Figure 1. Cells by drive strength.
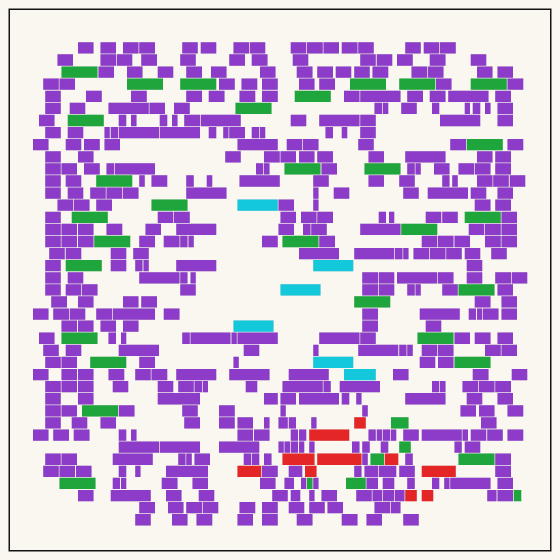
Figure 2. Placed standard cells.
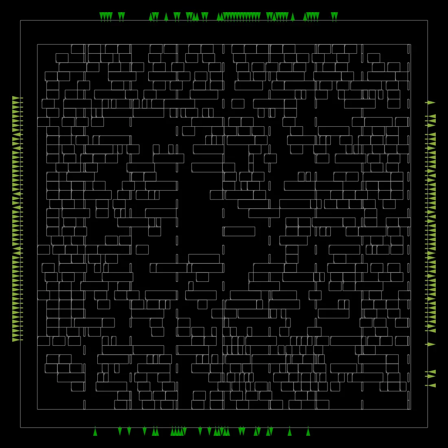
==> src/rtl/stream_arb_pkg.sv <==
// Shared types and helpers for the round-robin stream arbiter.
package stream_arb_pkg;

    // Upper bound on requester index width; NUM_REQ may go up to 2**IDX_MAX_W.
    localparam int IDX_MAX_W = 8;

    function automatic int clog2_min1(input int n);
        return (n <= 1) ? 1 : $clog2(n);
    endfunction

    typedef struct packed {
        logic [IDX_MAX_W-1:0] rr_ptr;
        logic                 locked;
        logic [IDX_MAX_W-1:0] lock_id;
    } arb_state_t;

endpackage

==> src/rtl/stream_rr_arbiter_rr_pick.sv <==
// Combinational round-robin pick: first set req bit at or after ptr, wrapping.
// Rotate so ptr is bit 0, priority-encode the lowest bit, then rotate the index back.
module rr_pick #(
    parameter int N = 4,
    parameter int W = 2
) (
    input  logic [N-1:0] req,
    input  logic [W-1:0] ptr,
    output logic         gnt_vld,
    output logic [W-1:0] gnt_idx
);

    logic [N-1:0] rot;
    logic [W-1:0] off;
    logic [W:0]   sum;

    assign rot = N'({req, req} >> ptr);

    always_comb begin
        off     = '0;
        gnt_vld = |rot;
        for (int k = N - 1; k >= 0; k--) begin
            if (rot[k]) begin
                off = W'(k);
            end
        end
        sum = {1'b0, ptr} + {1'b0, off};
        if (sum >= (W+1)'(N)) begin
            gnt_idx = W'(sum - (W+1)'(N));
        end else begin
            gnt_idx = W'(sum);
        end
    end

endmodule

==> src/rtl/stream_rr_arbiter.sv <==
// Round-robin N:1 stream arbiter with optional packet lock into one registered output stage.
// Latency 1 cycle; full throughput; stalled output drops every in_ready.
module stream_rr_arbiter
    import stream_arb_pkg::*;
#(
    parameter int NUM_REQ      = 4,
    parameter int WIDTH        = 32,
    parameter bit LOCK_ON_LAST = 1'b1,
    localparam int IDW         = clog2_min1(NUM_REQ)
) (
    input  logic                     clk,
    input  logic                     rst_n,
    input  logic [NUM_REQ-1:0]       in_valid_i,
    input  logic [NUM_REQ*WIDTH-1:0] in_data_i,
    input  logic [NUM_REQ-1:0]       in_last_i,
    output logic [NUM_REQ-1:0]       in_ready_o,
    output logic                     out_valid_o,
    output logic [WIDTH-1:0]         out_data_o,
    output logic                     out_last_o,
    output logic [IDW-1:0]           out_id_o,
    input  logic                     out_ready_i
);

    arb_state_t         st_q, st_d;
    logic               out_valid_q, out_valid_d;
    logic [WIDTH-1:0]   out_data_q, out_data_d;
    logic               out_last_q, out_last_d;
    logic [IDW-1:0]     out_id_q, out_id_d;

    logic               accept;
    logic [NUM_REQ-1:0] elig;
    logic               gnt_vld;
    logic [IDW-1:0]     gnt_idx;
    logic [IDW-1:0]     rr_nxt;
    logic               xfer;
    logic               last_g;
    logic               unused_st_bits;

    assign accept = ~out_valid_q | out_ready_i;
    assign elig   = st_q.locked ? (in_valid_i & (NUM_REQ'(1) << st_q.lock_id[IDW-1:0]))
                                : in_valid_i;

    rr_pick #(
        .N (NUM_REQ),
        .W (IDW)
    ) u_pick (
        .req     (elig),
        .ptr     (st_q.rr_ptr[IDW-1:0]),
        .gnt_vld (gnt_vld),
        .gnt_idx (gnt_idx)
    );

    // Ready is forced low while reset is asserted so nothing is handshaken into a register in reset.
    assign xfer       = rst_n & accept & gnt_vld;
    assign in_ready_o = xfer ? (NUM_REQ'(1) << gnt_idx) : '0;
    assign last_g     = in_last_i[gnt_idx];
    assign rr_nxt     = (gnt_idx == IDW'(NUM_REQ - 1)) ? '0 : gnt_idx + 1'b1;

    assign unused_st_bits = ^{st_q.rr_ptr, st_q.lock_id};

    always_comb begin
        st_d        = st_q;
        out_valid_d = out_valid_q;
        out_data_d  = out_data_q;
        out_last_d  = out_last_q;
        out_id_d    = out_id_q;
        if (xfer) begin
            out_valid_d = 1'b1;
            out_data_d  = in_data_i[gnt_idx*WIDTH +: WIDTH];
            out_last_d  = last_g;
            out_id_d    = gnt_idx;
            if (LOCK_ON_LAST && !last_g) begin
                st_d.locked  = 1'b1;
                st_d.lock_id = IDX_MAX_W'(gnt_idx);
            end else begin
                st_d.locked  = 1'b0;
                st_d.rr_ptr  = IDX_MAX_W'(rr_nxt);
            end
        end else if (out_ready_i) begin
            out_valid_d = 1'b0;
        end
    end

    always_ff @(posedge clk or negedge rst_n) begin
        if (!rst_n) begin
            st_q        <= '0;
            out_valid_q <= 1'b0;
            out_data_q  <= '0;
            out_last_q  <= 1'b0;
            out_id_q    <= '0;
        end else begin
            st_q        <= st_d;
            out_valid_q <= out_valid_d;
            out_data_q  <= out_data_d;
            out_last_q  <= out_last_d;
            out_id_q    <= out_id_d;
        end
    end

    assign out_valid_o = out_valid_q;
    assign out_data_o  = out_data_q;
    assign out_last_o  = out_last_q;
    assign out_id_o    = out_id_q;

endmodule

==> config.mk <==
export PLATFORM = sky130hd
export DESIGN_NAME = stream_rr_arbiter
export DESIGN_NICKNAME = d
export VERILOG_FILES = /design/src/rtl/stream_arb_pkg.sv /design/src/rtl/stream_rr_arbiter_rr_pick.sv /design/src/rtl/stream_rr_arbiter.sv
export SDC_FILE = /design/constraint.sdc
export NUM_CORES = 1
export LEC_CHECK = 0
export CAP_MARGIN = 0
export CORE_MARGIN = 5
export CORE_UTILIZATION = 33
export DETAILED_ROUTE_END_ITERATION = 10
export PLACE_DENSITY_LB_ADDON = 0.08
export SKIP_CTS_REPAIR_TIMING = 1
export SYNTH_ARGS = -nofsm -noshare
export SYNTH_HDL_FRONTEND = slang
export SYNTH_SLANG_ARGS = --single-unit
==> constraint.sdc <==
create_clock -name clk -period 5.5 [get_ports clk]
set_clock_uncertainty 0.05 [all_clocks]
set_input_delay 0.55 -clock clk [delete_from_list [all_inputs] [get_ports clk]]
set_output_delay 0.55 -clock clk [all_outputs]
set_load 0.05 [all_outputs]
==> results_slide.txt <==
Key Metrics from the Run

Logic synthesis
  • Cell taking the most area after synthesis: mux2i_1
  • Top cells by count: 136 x mux2i_1, 43 x nand2_1, 41 x dfrtp_1
  • Yosys Chip Area: 0.00410 mm²
  • Top-area cell share: 33.2%
  • Ys flops: 41
  • Top post-synthesis cells by area: mux2i_1 33%, dfrtp_1 25%, mux4_2 16%
  • Avg Synthesized Cell Area: 11.3 µm²

Clock tree
  • CTS max path bufs: 2
  • Reg clk slew, reported paths: 0.06 ns
  • Clock sinks: 41
  • Worst-Skew Late Latency: 0.27 ns

Die
  • Die X: 121 µm
  • IO Count: 179
  • Starting density of the core: 33.8%

STA
  • Cycle use final: 77.3%
  • Setup-failing EPs final: 0
  • Final Max Slew Viols: 0
  • Relative slew slack: 36.3%

Route
  • Vias: 3482
  • Post-DR vias/cell: 5.02
  • Drt total wl: 11.3 mm

Status
  • Status: finished, final reports clean

Setup path
  • Number of cells on the critical path: 10
  • Slowest-stage cell, CP: clkdlybuf4s50_1
  • Most used cell, CP: clkdlybuf4s50_1
  • Worst-path cell chain: clkdlybuf4s50_1 -> or4bb_1 -> o211ai_1 -> and2b_2 -> a21oi_1 -> o21ai_0 -> ha_4 -> xnor2_4 -> and3_1 -> clkdlybuf4s50_1
  • Worst reg-to-reg path cell count: 11
  • CP Class: input pin to output pin
  • Element type at the critical path start: input pin
  • Reg2reg end: st_q[10]

Pwr
  • Power Dens Cells: 644 mW/mm²

Cells and area
  • Layout area overhead: 46.7%

Worst hold path
  • HP Class: input pin to asynchronous set/reset pin

GRT
  • Gr ovfl total: 0
  • GRT Total Usage: 15.2%

Place
  • Routability cong.: 0.762
## Picture notes: Figure 1
legend:
  green:
    size: drive 2
    cells: 35
  purple:
    size: drive 1 or less
    cells: 474
  cyan:
    size: drive 6 and up
    cells: 6
  red:
    size: drive 3 to 4
    cells: 10

## Picture notes: Figure 2
Rows: 40
Seq/total area: 17.1%
Tap Count: 168
core box area: 0.0121 mm²

[per-stage QoR]
step,setup WS (ns),instance area (µm²),hold slack [ns],std cells,utilization [%]
2_1_floorplan,1.74,4100,0.204,364,-
3_3_place_gp,1.27,5870,0.414,685,48.5
3_5_place_dp,1.26,5870,0.425,685,48.5
4_1_cts,1.24,6010,0.218,693,49.6
5_1_grt,1.09,6010,0.249,693,49.6
6_report,1.25,6010,0.211,693,49.6
[power by group]
part,leakage (nW),switching [W],internal [W]
sequential,0.499,0.0000914,0.000450
clock,0.0652,0.000111,0.000169
combinational,1.72,0.00160,0.00144
[how the worst max path moves through the flow]
stage	endpoint	slack [ns]	from
finish	in_ready_o[1]	1.25	in_valid_i[2]
global route	in_ready_o[1]	1.09	in_valid_i[2]
CTS	in_ready_o[1]	1.24	in_valid_i[2]
detailed placement	in_ready_o[1]	1.26	in_valid_i[2]
global placement	in_ready_o[1]	1.27	in_valid_i[2]
floorplan	in_ready_o[2]	1.74	in_valid_i[2]
[area by class of cell]
class	instances	area [µm²]
flip-flops and latches	41	1030
inverters	3	11.3
repair buffers	183	1830
fillers	1175	6110
clock buffers	8	136
multi-input cells	290	2800
well taps	168	210
[metal layers]
metal / routed length, µm / global-route usage (%) / vias to the layer above
met5: 0 / 0 / -
li1: - / - / 1717
met3: 960 / 4.20 / 2
met1: 4940 / 19.7 / 1639
met2: 5330 / 25.5 / 124
met4: 54 / 2.73 / 0
[sequential cells by signal (all words and copies together), names as in the netlist]
name         cells
out_valid_o      1
out_data_o      32
st_q             5
out_last_o       1
out_id_o         2
[cells by family after synthesis]
group           synth area share [%]
mux                             51.5
xor+xnor                       0.672
flops                           25.1
simple gates                    6.78
buf+inv                         7.21
fa+ha+maj                      0.580
compound gates                  8.22
Power and IR drop assume default switching activity.
